===== src/rtl/mips_mc_ctrl_pkg.sv =====
// Shared types and constants for the multicycle MIPS main-control FSM.
package mips_ctrl_pkg;

  // State encodings are visible on the debug port, so they are fixed values.
  typedef enum logic [3:0] {
    S_FETCH  = 4'd0,
    S_DECODE = 4'd1,
    S_MEMADR = 4'd2,
    S_MEMRD  = 4'd3,
    S_MEMWB  = 4'd4,
    S_MEMWR  = 4'd5,
    S_EXEC   = 4'd6,
    S_RTWB   = 4'd7,
    S_BRANCH = 4'd8,
    S_JUMP   = 4'd9,
    S_ADDIEX = 4'd10,
    S_ADDIWB = 4'd11
  } state_t;

  localparam logic [5:0] OP_R    = 6'b000000;
  localparam logic [5:0] OP_LW   = 6'b100011;
  localparam logic [5:0] OP_SW   = 6'b101011;
  localparam logic [5:0] OP_BEQ  = 6'b000100;
  localparam logic [5:0] OP_J    = 6'b000010;
  localparam logic [5:0] OP_ADDI = 6'b001000;

  localparam logic [1:0] ALUOP_ADD  = 2'b00;
  localparam logic [1:0] ALUOP_SUB  = 2'b01;
  localparam logic [1:0] ALUOP_FUNC = 2'b10;

  localparam logic [1:0] SRCB_B     = 2'b00;
  localparam logic [1:0] SRCB_FOUR  = 2'b01;
  localparam logic [1:0] SRCB_IMM   = 2'b10;
  localparam logic [1:0] SRCB_IMMSH = 2'b11;

  localparam logic [1:0] PCSRC_ALU    = 2'b00;
  localparam logic [1:0] PCSRC_ALUOUT = 2'b01;
  localparam logic [1:0] PCSRC_JUMP   = 2'b10;

  typedef struct packed {
    logic       pc_write;
    logic       pc_write_cond;
    logic       iord;
    logic       mem_read;
    logic       mem_write;
    logic       ir_write;
    logic       mem_to_reg;
    logic       reg_dst;
    logic       reg_write;
    logic       alu_src_a;
    logic [1:0] alu_src_b;
    logic [1:0] alu_op;
    logic [1:0] pc_source;
  } ctrl_t;

  // True for the opcodes this controller knows how to sequence.
  function automatic logic op_supported(input logic [5:0] op);
    return (op == OP_R) || (op == OP_LW) || (op == OP_SW) ||
           (op == OP_BEQ) || (op == OP_J) || (op == OP_ADDI);
  endfunction

endpackage


===== src/rtl/mips_mc_ctrl_if.sv =====
// Controller <-> datapath bundle: opcode and memory handshake in, control lines out.
interface mips_mc_ctrl_if;
  logic [5:0] opcode;
  logic       mem_ready;
  logic       PCWrite;
  logic       PCWriteCond;
  logic       IorD;
  logic       MemRead;
  logic       MemWrite;
  logic       IRWrite;
  logic       MemtoReg;
  logic       RegDst;
  logic       RegWrite;
  logic       ALUSrcA;
  logic [1:0] ALUSrcB;
  logic [1:0] ALUOp;
  logic [1:0] PCSource;

  modport master (
    input  opcode, mem_ready,
    output PCWrite, PCWriteCond, IorD, MemRead, MemWrite, IRWrite,
           MemtoReg, RegDst, RegWrite, ALUSrcA, ALUSrcB, ALUOp, PCSource
  );

  modport slave (
    output opcode, mem_ready,
    input  PCWrite, PCWriteCond, IorD, MemRead, MemWrite, IRWrite,
           MemtoReg, RegDst, RegWrite, ALUSrcA, ALUSrcB, ALUOp, PCSource
  );
endinterface


===== src/rtl/mips_mc_ctrl_outdec.sv =====
// Pure state-to-control decoder (Moore table); gating lives in the top level.
module mips_ctrl_outdec
  import mips_ctrl_pkg::*;
(
  input  state_t state_i,
  output ctrl_t  ctrl_o
);

  // Per-state control table; anything not set stays 0.
  always_comb begin
    ctrl_o = '0;
    unique case (state_i)
      S_FETCH: begin
        ctrl_o.mem_read  = 1'b1;
        ctrl_o.ir_write  = 1'b1;
        ctrl_o.pc_write  = 1'b1;
        ctrl_o.alu_src_b = SRCB_FOUR;
      end
      S_DECODE: ctrl_o.alu_src_b = SRCB_IMMSH;
      S_MEMADR, S_ADDIEX: begin
        ctrl_o.alu_src_a = 1'b1;
        ctrl_o.alu_src_b = SRCB_IMM;
      end
      S_MEMRD: begin
        ctrl_o.mem_read = 1'b1;
        ctrl_o.iord     = 1'b1;
      end
      S_MEMWB: begin
        ctrl_o.mem_to_reg = 1'b1;
        ctrl_o.reg_write  = 1'b1;
      end
      S_MEMWR: begin
        ctrl_o.mem_write = 1'b1;
        ctrl_o.iord      = 1'b1;
      end
      S_EXEC: begin
        ctrl_o.alu_src_a = 1'b1;
        ctrl_o.alu_op    = ALUOP_FUNC;
      end
      S_RTWB: begin
        ctrl_o.reg_dst   = 1'b1;
        ctrl_o.reg_write = 1'b1;
      end
      S_BRANCH: begin
        ctrl_o.alu_src_a     = 1'b1;
        ctrl_o.alu_op        = ALUOP_SUB;
        ctrl_o.pc_write_cond = 1'b1;
        ctrl_o.pc_source     = PCSRC_ALUOUT;
      end
      S_JUMP: begin
        ctrl_o.pc_write  = 1'b1;
        ctrl_o.pc_source = PCSRC_JUMP;
      end
      S_ADDIWB: ctrl_o.reg_write = 1'b1;
      default: ctrl_o = '0;
    endcase
  end

endmodule


===== src/rtl/mips_mc_ctrl.sv =====
// Multicycle MIPS main-control FSM: state register, next-state, halt/wait
// gating and retired-instruction counter.
// Optional build macro MC_CTRL_MEMWAIT_EN: FETCH, MEMRD and MEMWR wait for mem_ready.
module mips_mc_ctrl
  import mips_ctrl_pkg::*;
#(
  parameter int CNT_W = 32
) (
  input  logic             clk,
  input  logic             rst_n,
  input  logic             halt,
  mips_mc_ctrl_if.master   bus,
  output logic [3:0]       state,
  output logic             instr_done,
  output logic             illegal_op,
  output logic [CNT_W-1:0] instr_count
);

  state_t           state_q, state_d;
  logic [CNT_W-1:0] cnt_q, cnt_d;
  logic             mem_ok;
  ctrl_t            ctrl_raw, ctrl;

`ifdef MC_CTRL_MEMWAIT_EN
  assign mem_ok = bus.mem_ready;
`else
  // Without the wait handshake every memory cycle completes immediately.
  logic unused_mem_ready;
  assign unused_mem_ready = bus.mem_ready;
  assign mem_ok           = 1'b1;
`endif

  mips_ctrl_outdec u_outdec (
    .state_i (state_q),
    .ctrl_o  (ctrl_raw)
  );

  // Next-state selection; halt only matters while sitting in FETCH.
  always_comb begin
    state_d = state_q;
    unique case (state_q)
      S_FETCH:  if (!halt && mem_ok) state_d = S_DECODE;
      S_DECODE: begin
        unique case (bus.opcode)
          OP_R:         state_d = S_EXEC;
          OP_LW, OP_SW: state_d = S_MEMADR;
          OP_BEQ:       state_d = S_BRANCH;
          OP_J:         state_d = S_JUMP;
          OP_ADDI:      state_d = S_ADDIEX;
          default:      state_d = S_FETCH;
        endcase
      end
      S_MEMADR: state_d = (bus.opcode == OP_SW) ? S_MEMWR : S_MEMRD;
      S_MEMRD:  if (mem_ok) state_d = S_MEMWB;
      S_MEMWR:  if (mem_ok) state_d = S_FETCH;
      S_EXEC:   state_d = S_RTWB;
      S_ADDIEX: state_d = S_ADDIWB;
      default:  state_d = S_FETCH;
    endcase
  end

  // Retire flag: final cycle of every completing instruction.
  always_comb begin
    instr_done = 1'b0;
    unique case (state_q)
      S_MEMWB, S_RTWB, S_BRANCH, S_JUMP, S_ADDIWB: instr_done = 1'b1;
      S_MEMWR: instr_done = mem_ok;
      default: instr_done = 1'b0;
    endcase
  end

  assign illegal_op = (state_q == S_DECODE) && !op_supported(bus.opcode);
  assign cnt_d      = instr_done ? cnt_q + 1'b1 : cnt_q;

  // Control-line gating: halt and memory wait in FETCH, all strobes low in reset.
  always_comb begin
    ctrl = ctrl_raw;
    if (state_q == S_FETCH) begin
      if (halt) begin
        ctrl.mem_read = 1'b0;
        ctrl.ir_write = 1'b0;
        ctrl.pc_write = 1'b0;
      end else begin
        ctrl.ir_write = mem_ok;
        ctrl.pc_write = mem_ok;
      end
    end
    if (!rst_n) begin
      ctrl.pc_write      = 1'b0;
      ctrl.pc_write_cond = 1'b0;
      ctrl.ir_write      = 1'b0;
      ctrl.mem_read      = 1'b0;
      ctrl.mem_write     = 1'b0;
      ctrl.reg_write     = 1'b0;
    end
  end

  // State register and retired-instruction counter.
  always_ff @(posedge clk or negedge rst_n) begin
    if (!rst_n) begin
      state_q <= S_FETCH;
      cnt_q   <= '0;
    end else begin
      state_q <= state_d;
      cnt_q   <= cnt_d;
    end
  end

  assign state           = state_q;
  assign instr_count     = cnt_q;
  assign bus.PCWrite     = ctrl.pc_write;
  assign bus.PCWriteCond = ctrl.pc_write_cond;
  assign bus.IorD        = ctrl.iord;
  assign bus.MemRead     = ctrl.mem_read;
  assign bus.MemWrite    = ctrl.mem_write;
  assign bus.IRWrite     = ctrl.ir_write;
  assign bus.MemtoReg    = ctrl.mem_to_reg;
  assign bus.RegDst      = ctrl.reg_dst;
  assign bus.RegWrite    = ctrl.reg_write;
  assign bus.ALUSrcA     = ctrl.alu_src_a;
  assign bus.ALUSrcB     = ctrl.alu_src_b;
  assign bus.ALUOp       = ctrl.alu_op;
  assign bus.PCSource    = ctrl.pc_source;

endmodule


===== src/flat_wrapper.sv =====
// flat-port wrapper written by rule: the top's interface ports become plain ports
module mips_mc_ctrl_flat import mips_ctrl_pkg::*;
#(
  parameter int CNT_W = 32
)
  (clk, rst_n, halt, state, instr_done, illegal_op, instr_count, bus_opcode, bus_mem_ready, bus_PCWrite, bus_PCWriteCond, bus_IorD, bus_MemRead, bus_MemWrite, bus_IRWrite, bus_MemtoReg, bus_RegDst, bus_RegWrite, bus_ALUSrcA, bus_ALUSrcB, bus_ALUOp, bus_PCSource);
  mips_mc_ctrl_if bus_i ();
  input  logic clk;
  input  logic rst_n;
  input  logic halt;
  output logic [3:0] state;
  output logic instr_done;
  output logic illegal_op;
  output logic [CNT_W-1:0] instr_count;
  input wire logic [$bits(bus_i.opcode)-1:0] bus_opcode;
  input wire logic [$bits(bus_i.mem_ready)-1:0] bus_mem_ready;
  output wire logic [$bits(bus_i.PCWrite)-1:0] bus_PCWrite;
  output wire logic [$bits(bus_i.PCWriteCond)-1:0] bus_PCWriteCond;
  output wire logic [$bits(bus_i.IorD)-1:0] bus_IorD;
  output wire logic [$bits(bus_i.MemRead)-1:0] bus_MemRead;
  output wire logic [$bits(bus_i.MemWrite)-1:0] bus_MemWrite;
  output wire logic [$bits(bus_i.IRWrite)-1:0] bus_IRWrite;
  output wire logic [$bits(bus_i.MemtoReg)-1:0] bus_MemtoReg;
  output wire logic [$bits(bus_i.RegDst)-1:0] bus_RegDst;
  output wire logic [$bits(bus_i.RegWrite)-1:0] bus_RegWrite;
  output wire logic [$bits(bus_i.ALUSrcA)-1:0] bus_ALUSrcA;
  output wire logic [$bits(bus_i.ALUSrcB)-1:0] bus_ALUSrcB;
  output wire logic [$bits(bus_i.ALUOp)-1:0] bus_ALUOp;
  output wire logic [$bits(bus_i.PCSource)-1:0] bus_PCSource;
  assign bus_i.opcode = bus_opcode;
  assign bus_i.mem_ready = bus_mem_ready;
  assign bus_PCWrite = bus_i.PCWrite;
  assign bus_PCWriteCond = bus_i.PCWriteCond;
  assign bus_IorD = bus_i.IorD;
  assign bus_MemRead = bus_i.MemRead;
  assign bus_MemWrite = bus_i.MemWrite;
  assign bus_IRWrite = bus_i.IRWrite;
  assign bus_MemtoReg = bus_i.MemtoReg;
  assign bus_RegDst = bus_i.RegDst;
  assign bus_RegWrite = bus_i.RegWrite;
  assign bus_ALUSrcA = bus_i.ALUSrcA;
  assign bus_ALUSrcB = bus_i.ALUSrcB;
  assign bus_ALUOp = bus_i.ALUOp;
  assign bus_PCSource = bus_i.PCSource;
  mips_mc_ctrl #(.CNT_W(CNT_W)) u_core (.clk(clk), .rst_n(rst_n), .halt(halt), .bus(bus_i), .state(state), .instr_done(instr_done), .illegal_op(illegal_op), .instr_count(instr_count));
endmodule

===== config.mk =====
export PLATFORM = sky130hd
export DESIGN_NAME = mips_mc_ctrl_flat
export DESIGN_NICKNAME = d
export VERILOG_FILES = /design/src/rtl/mips_mc_ctrl_pkg.sv /design/src/rtl/mips_mc_ctrl_if.sv /design/src/rtl/mips_mc_ctrl_outdec.sv /design/src/rtl/mips_mc_ctrl.sv /design/src/flat_wrapper.sv
export SDC_FILE = /design/constraint.sdc
export NUM_CORES = 1
export LEC_CHECK = 0
export CORE_MARGIN = 4
export CORE_UTILIZATION = 43
export DETAILED_ROUTE_END_ITERATION = 12
export HOLD_SLACK_MARGIN = 0.12
export PLACE_DENSITY = 0.76
export SLEW_MARGIN = 20
export SYNTH_ARGS = -nofsm -noshare
export SYNTH_HDL_FRONTEND = slang
export SYNTH_HIERARCHICAL = 1
export SYNTH_SLANG_ARGS = --single-unit

===== constraint.sdc =====
create_clock -name clk -period 1.6 [get_ports clk]
set_input_delay 0.16 -clock clk [delete_from_list [all_inputs] [get_ports clk]]
set_output_delay 0.16 -clock clk [all_outputs]
set_load 0.01 [all_outputs]

Cell sizes after repair:
Drawn at 3 px/um.
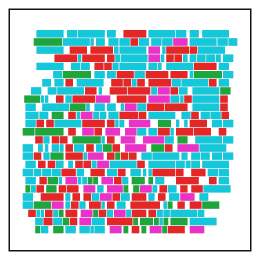
legend:
  red:
    size: x3 and x4
    cells: 108
    most_used: buf_4
  magenta:
    size: x6 and larger
    cells: 32
    most_used: buf_6
  cyan:
    size: x1 and smaller
    cells: 186
    most_used: clkdlybuf4s50_1
  green:
    size: x2
    cells: 41
    most_used: buf_2
Area growth, synth to finish: 84.5%
Design Area, Final: 4110 um2
nonclk buf count: 150

Wiring heat map:
Drawn at 4 px/um. 16 x 16 tiles, from dark purple (low) to yellow (high), scaled to the fullest tile. Values are wire area over tile area, all layers added.
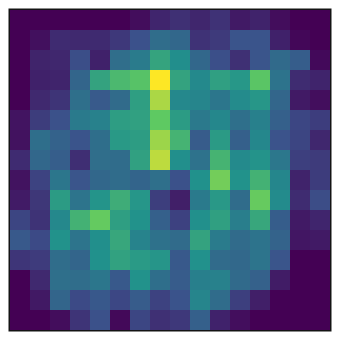
fullest tile: 0.72
tiles over half the peak: 19%
mean over tiles: 0.22
Final Routed Wirelength: 8460 um
Total Routing Usage GR: 0.222
via count: 2,408
wire per inst: 19.5 um

==> out/results.tsv <==
stage	metric	value	unit
timing	crit path time final	1.84	ns
placement	Placed Area	3320	um2
final_layout	ANT cells	0	
floorplanning	row cnt	25	
critical_path	most frequent CP cell	buf_6	
power_and_ir_drop	Power Density	598	nW/um2
clock_tree	CTS tree	done	
critical_path	Top delay family on crit path	flip-flops	
floorplanning	initial core utilization	0.457	
final_layout	Cell Count, Final, Fillers Out	434	
logic_synthesis	most frequent cell after synthesis	dfrtp_1	
grt	number of global-route vias before repair	2296	
timing	setup violators final	42	
run	Max Cap Violations	0	
clock_tree	Post-CTS Hold Fix Bufs	1	
critical_path	crit end category	output port	
critical_path	crit-path max FO	5	
logic_synthesis	Flops after synth	36	
logic_synthesis	xor/xnor share	0.150	
logic_synthesis	Top logic family	simple AND/OR/NAND/NOR gates	
final_layout	Clock buf/inv share	0.0228	
timing	crit share post-route	1.15	
floorplanning	die width	80.0	um
logic_synthesis	top_reg_cell synth	dfrtp_1	
power_and_ir_drop	VDD IR max	622	uV
logic_synthesis	and+or+nand+nor area frac	0.340	
grt	first-pass GRT wire length	11100	um
final_layout	non-clk buf share	0.329	
final_layout	Seq. cell area	907	um2
logic_synthesis	average size of a mapped cell	9.95	um2
logic_synthesis	Post-Syn Area	2230	um2
floorplanning	Core ar.	4880	um2
clock_tree	Gates resized, CTS repair	124	
placement	Setup WS pre-CTS	-0.449	ns
clock_tree	Root Driver	clkbuf_8	
routing	Initial DRC Count	120	
timing	Rel. slew slack	0.749	
logic_synthesis	register area share after synthesis	0.404	
placement	GP Congestion	0.822	
floorplanning	Ports	64	
critical_path	crit start category	flop	
logic_synthesis	Yosys chip area	2230	um2
logic_synthesis	EDFF count, synth	0	
final_layout	# clk buffers	7	
logic_synthesis	Top cell area share	0.404	
run	total tool warning count	29	
logic_synthesis	top cells, area	dfrtp_1 (40%), xor2_1 (10%), nor4_2 (3.9%)	
routing	remaining antenna violation count	0	
timing	post-route setup slack	-0.242	ns
grt	largest net degree at the start of global routing	23	
final_layout	Logic Gate Count	170	
routing	drt drc	0	
logic_synthesis	Cell Type Count	45	
critical_path	worst path bufs/invs	3	
final_layout	inverters	3	
logic_synthesis	mux frac, synth	0.00505	
logic_synthesis	cells after synthesis	224	
status	outcome	finished with violations	
logic_synthesis	Syn. warnings	6	
final_layout	most numerous logic cells after layout	buf_4 (63), clkdlybuf4s50_1 (40), dfrtp_1 (31), xor2_1 (24), nand2_1 (21)	
critical_path	critical path class	flop to output port	
timing	final max-slew violation count	0	
placement	post-DP HPWL	4430	um
timing	Final Hold Viols	0	
final_layout	fillers	263	
critical_path	critical path's largest stage delay	0.45	ns
power_and_ir_drop	Leak	2.16	nW
critical_path	flop2flop setup slack	-0.20	ns
logic_synthesis	asr flop ratio synth	1.00	
placement	# port buffers	62	
final_layout	fraction of area in registers	0.220	
final_layout	Seq cells	36	
logic_synthesis	cell taking the most area after synthesis	dfrtp_1	
clock_tree	CTS Buffer Depth	2	
clock_tree	# H-tree levels	2	
status	failing checks	negative setup slack	
grt	total gr overflow	0	
clock_tree	total CTS buffers	5	
logic_synthesis	yosys adder share	0.00561	
timing	RSZ-0062 raised after global routing	yes	
critical_path	WP data required	1.44	ns
timing	final setup TNS	-4.62	ns
worst_hold_path	Hold Path Class	input port to asynchronous set/reset pin	
## state kept, by name, summed over array words and instances, names as in the netlist
signal	count
u_core/instr_count	32
u_core/state	4
## metal layers
| layer | global-route usage | wire length [um] | vias to the layer above |
|---|---|---|---|
| met2 | 0.376 | 4320 | 99 |
| met3 | 0.0248 | 412 | 36 |
| li1 | - | - | 1086 |
| met4 | 0.106 | 455 | 0 |
| met1 | 0.281 | 3270 | 1187 |
| met5 | 0 | 0 | - |
## where the power goes
| group | switching, mW | internal [mW] |
|---|---|---|
| Sequential | 0.0671 | 0.958 |
| Combinational | 0.316 | 0.405 |
| Clock | 0.364 | 0.350 |
Power is estimated from default activity; no workload was simulated.
